File: src/rtl/serial_signed_compare.sv
// Bit-serial two's-complement comparator: operands arrive MSB (sign) first, one
// bit pair per accepted beat; after WIDTH beats great/less/equal are updated.
//
//   state | meaning
//   ------+-------------------------------------------------------------
//   IDLE  | waiting for start; last result held on great/less/equal
//   SCAN  | accepting beats, busy=1; first differing bit pair decides
//   DONE  | one cycle, done=1; result flags were just updated
module serial_signed_compare #(
   parameter int WIDTH = 6,
   parameter int RES_W = 6
) (
   input  logic             clk,
   input  logic             reset,
   input  logic             start,
   input  logic             bit_valid,
   input  logic             a_bit,
   input  logic             b_bit,
   output logic             busy,
   output logic             done,
   output logic [RES_W-1:0] great,
   output logic [RES_W-1:0] less,
   output logic [RES_W-1:0] equal
);

   localparam int CW = $clog2(WIDTH + 1);

   typedef enum logic [1:0] {IDLE, SCAN, DONE} state_t;
   typedef enum logic [1:0] {UNDEC, DEC_GT, DEC_LT} dec_t;

   state_t  state;
   dec_t    dec;
   dec_t    dec_nxt;
   logic [CW-1:0] cnt;
   logic    last_beat;

   assign last_beat = (cnt == CW'(WIDTH - 1));

   // On the sign beat a set bit means negative, so the polarity is inverted.
   always_comb begin
      dec_nxt = dec;
      if (dec == UNDEC && a_bit != b_bit) begin
         if (cnt == '0)
            dec_nxt = a_bit ? DEC_LT : DEC_GT;
         else
            dec_nxt = a_bit ? DEC_GT : DEC_LT;
      end
   end

   always_ff @(posedge clk or posedge reset) begin
      if (reset) begin
         state <= IDLE;
         busy  <= 1'b0;
         done  <= 1'b0;
         great <= '0;
         less  <= '0;
         equal <= '0;
         cnt   <= '0;
         dec   <= UNDEC;
      end else if (start) begin
         state <= SCAN;
         busy  <= 1'b1;
         done  <= 1'b0;
         cnt   <= '0;
         dec   <= UNDEC;
      end else begin
         case (state)
            SCAN: begin
               if (bit_valid) begin
                  cnt <= cnt + CW'(1);
                  dec <= dec_nxt;
                  if (last_beat) begin
                     state <= DONE;
                     busy  <= 1'b0;
                     done  <= 1'b1;
                     great <= RES_W'(dec_nxt == DEC_GT);
                     less  <= RES_W'(dec_nxt == DEC_LT);
                     equal <= RES_W'(dec_nxt == UNDEC);
                  end
               end
            end
            DONE: begin
               state <= IDLE;
               done  <= 1'b0;
            end
            default: begin
               state <= IDLE;
               busy  <= 1'b0;
               done  <= 1'b0;
            end
         endcase
      end
   end

endmodule

File: config.mk
export PLATFORM = sky130hd
export DESIGN_NAME = serial_signed_compare
export DESIGN_NICKNAME = d
export VERILOG_FILES = /design/src/rtl/serial_signed_compare.sv
export SDC_FILE = /design/constraint.sdc
export NUM_CORES = 1
export LEC_CHECK = 0
export CAP_MARGIN = 40
export CELL_PAD_IN_SITES_DETAIL_PLACEMENT = 1
export CELL_PAD_IN_SITES_GLOBAL_PLACEMENT = 2
export CORE_MARGIN = 2
export CORE_UTILIZATION = 22
export DETAILED_ROUTE_END_ITERATION = 7
export MAX_ROUTING_LAYER = met4
export PLACE_DENSITY_LB_ADDON = 0.15
export SLEW_MARGIN = 20
export SYNTH_ARGS = -nofsm -noshare
export SYNTH_HDL_FRONTEND = slang
export SYNTH_SLANG_ARGS = --single-unit
File: constraint.sdc
create_clock -name clk -period 1.6 [get_ports clk]
set_input_delay 0.32 -clock clk [delete_from_list [all_inputs] [get_ports clk]]
set_output_delay 0.32 -clock clk [all_outputs]
set_load 0.005 [all_outputs]
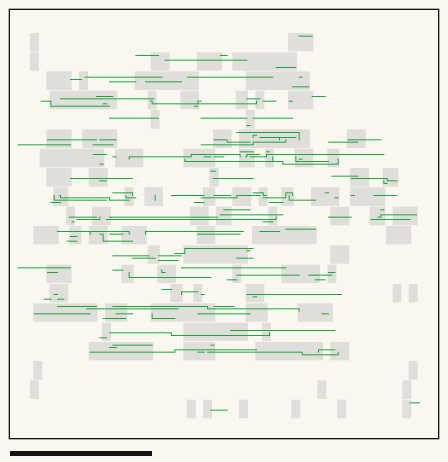
Fig. 1. Signal wires on met1 (run 1).
Scale bar: 20 um.
80 nets have wire on it. The longest straight run is 23.9 um. The layer holds 49% of the routed length. The wires run mostly horizontal.

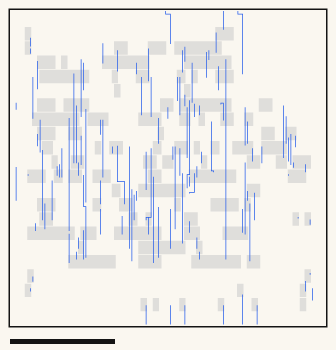
Fig. 2. M2 wires (run 1).
Scale bar: 20 um.
The wires run mostly vertical. The layer holds 44% of the routed length. The longest straight run is 38.1 um. The layer carries 677 um of wire.

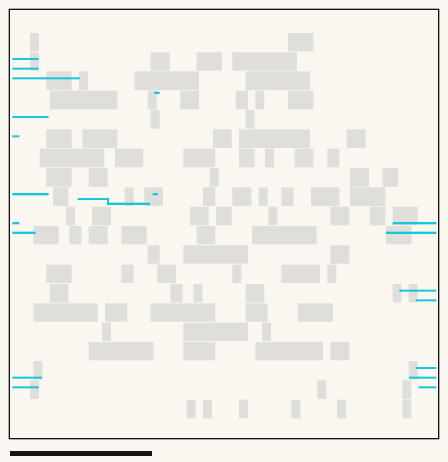
Fig. 3. M3 wires (run 1).
Scale bar: 20 um.
18 nets have wire on it. The layer carries 76.9 um of wire. The wires run mostly horizontal. The longest straight run is 9.20 um.
met3 layer usage reported by global route: 1.95%
detailed-route via count: 512

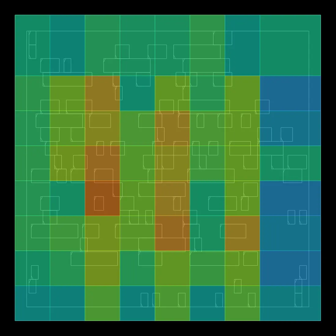
Fig. 4. Track usage over the die (run 1).
Layout Utilization: 31.3%
global-route total usage across every layer: 10.2%
global-route layer with the greatest usage: met2
grt met1 use: 12.8%

==> run summary, run 1 <==
Flow results.

- The worst hold slack across all endpoints is 0.350 ns.
- The share of total power in sequential cells is 46.8%.
- Counting only logic cells after layout, the most numerous master is conb_1.
- The number of ports placed on the die boundary is 26.
- The largest registers in the layout are cnt: 3 flops, dec: 2 flops, state: 2 flops.
- Nets still carrying antenna violations after routing amount to 0.
- Port buffering added 10 buffers.
- Synthesis produced 72 cells.
- The mux cell area share after synthesis is 3.05%.
- The overall chip area is 3630 um2.
- The filler-free cell count of the finished design is 141.
- The met3 layer wire length in the routed design is 76 um.
- The violation tally from detailed-route iteration zero is 11.
- The met2 capacity usage during global routing is 14.9%.
- The horizontal die dimension reported for this design is 60.3 um.
- Counting flops with a built-in enable in the synthesized netlist gives 0.
- The flop count is 11.
- Yosys printed 0 warnings.
- The total negative slack for setup checks is 0 ns.
- The combinational group share of total power is 23.4%.
- The number of clock sinks seen by CTS is 11.
- The total length of routed wires is 1530 um.
- The worst setup path is launched from a register.
- The share of synthesized cell area in full adder, half adder and majority cells is 5.39%.
- The max capacitance violation total is 0.
- Setup slack closes at 0.0462 ns.
- After synthesis, flip-flops and latches occupy 39.5% of the total area.
- The largest combinational cell category by area is buffers and inverters.
- The placement-stage cell area is 848 um2.
- The post-synth register bit count is 11.
- The number of endpoints failing setup at the final stage is 0.
- The clock network power reported by the tool is 194 uW.
- The flow ran to the end, and the final reports show no timing, DRC or antenna violations.
- The longest individual stage delay on the worst path is 0.44 ns.
- The number of standard-cell rows in the floorplan is 20.
- In the post-synthesis netlist, the biggest area contributors are dfrtp_1 (39%), buf_4 (16%), ha_1 (5.4%), inv_1 (3.2%), nand2b_1 (2.7%).
- The cell-mix breakdown from Yosys lists the XOR/XNOR area share as 2.51%.
- Leaving out buffers and inverters, the combinational logic in the layout accounts for 368 um2.
- Summing over the stages, the warning tally comes to 29.
- The area of the synthesized netlist per yosys stat is 697 um2.
- Per the post-place timing report, worst setup slack is -0.240 ns.
- The number of resized instances in the post-cts repair step is 2.
- The register with the most flip-flops in the layout has 3 of them.
- Counting pins that exceed their max-slew limit in the final report gives 0.
- The post-placement cell count is 133.
- The post-route clock skew is 0.00492 ns.
- The number of ordinary inverters in the final layout is 6.
- Multi-input combinational cells in the finished layout were counted as 53.
- The final timing report lists a hold violation count of 0.
- The maximum buffer depth of the clock tree is 2.
- Setup repair after global routing could not meet its margin everywhere.
- The post-route clock period utilization is 97.1%.
- For this design the total switching power over the nets is 180 uW.
- The number of antenna diodes in the final layout is 0.
- The count of different cell masters after synthesis is 27.
## Run 2: what changed since run 1
--- a/config.mk
+++ b/config.mk
@@ -8,6 +8,7 @@
 export CAP_MARGIN = 40
 export CELL_PAD_IN_SITES_DETAIL_PLACEMENT = 1
 export CELL_PAD_IN_SITES_GLOBAL_PLACEMENT = 2
+export CORE_ASPECT_RATIO = 0.6
 export CORE_MARGIN = 2
 export CORE_UTILIZATION = 22
 export DETAILED_ROUTE_END_ITERATION = 7
==> run 2 against run 1 <==
Critical path depth increased by 1. Final cell count fell by 2.1%. Power up 13%. Flip-flop count is the same. Utilization is 1.3 points higher. Clock-buffer cell count did not move. Sequential share of layout area is 0.55 points lower. Non-clock buffer count down 1. Die size rose by 0.39%. Via count fell by 1.6%. Clock skew is 0.0036 ns lower. Worst hold slack better by 0.044 ns. Largest cell class unchanged.
==> run summary, run 2 <==
Flow results.

- Sorting the synthesized cells by area gives the leading types as dfrtp_1 (39%), buf_4 (16%), ha_1 (5.4%), inv_1 (3.2%), nand2b_1 (2.7%).
- The largest combinational cell category by area is buffers and inverters.
- In this run, the synthesized area fraction spent on adder and majority cells is recorded as 5.39%.
- Counting tap cells, the placed design contains a total of 131 instances.
- The register with the most flip-flops in the layout has 3 of them.
- The routing usage on met3 is 4.34%.
- The total inserted antenna cells is 0.
- The part of the Yosys area used for sequential elements is 39.5%.
- The post-route clock skew is 0.00132 ns.
- Leaving out fill and tap cells, the most frequent cell in the layout is conb_1.
- The synthesis stat section lists a flop and latch total of 11.
- The total negative slack for setup checks is 0 ns.
- The flop count is 11.
- The number of warnings reported in the stage logs is 28.
- Global routing used 9.84% of the available tracks.
- The met3 layer wire length in the routed design is 73 um.
- The floorplan has 15 rows.
- The detailed router finished its first iteration with 10 violations.
- The number of hold violations in the final report is 0.
- The netlist uses 27 different library cells.
- The number of endpoints failing setup at the final stage is 0.
- The run finished with clean final reports.
- The number of port buffers is 10.
- The worst slack after detailed placement is -0.271 ns.
- The final max-slew violation count is 0.
- The final report gives the core utilization as 32.6%.
- The filler-free cell count of the finished design is 138.
- The via count of the first global-routing pass is 517.
- After synthesis, the chip area reported by Yosys is 697 um2.
- The gate count of the mapped netlist is 72.
- The least setup slack across all paths after layout is 0.0466 ns.
- The flow reports power dissipated in the clock network as 282 uW.
- The max capacitance violation total is 0.
- The number of resized instances in the post-cts repair step is 5.
- The mux cell area share after synthesis is 3.05%.
- The synthesized design contains 0 enable-type register cells.
- The clock tree has to reach 11 sinks.
- In this run the cell area measured after placement is 846 um2.
- The largest registers in the layout are cnt: 3 flops, dec: 2 flops, state: 2 flops.
- The number of ports placed on the die boundary is 26.
- The share of total power in sequential cells is 41.5%.
- Combinational logic burns 20.0% of the power.
- The die is 76.7 um wide.
- STA classifies the critical path startpoint as a register.
- Once detail routing completed, the nets flagged for antenna violations numbered 0.
- During synthesis, Yosys emitted a total of 0 warnings.
- The maximum buffer depth of the clock tree is 2.
- Summing the areas of all xor and xnor instances in the mapped netlist gives 2.51% of the synthesized area.
- The chip occupies 3650 um2.
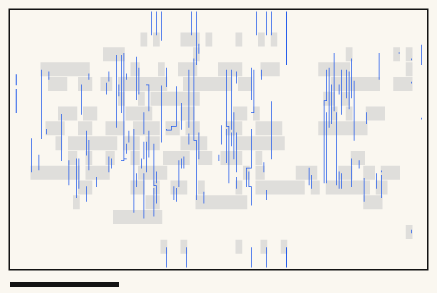
Fig. 5. M2 wires (run 2).
Scale bar: 20 um.
final routed wirelength across all metal layers: 1510 um
GR met2 Demand/Resource: 14.2%
detailed-route via count: 504

Power figures rest on the tool's default switching activity, not on a simulated workload.
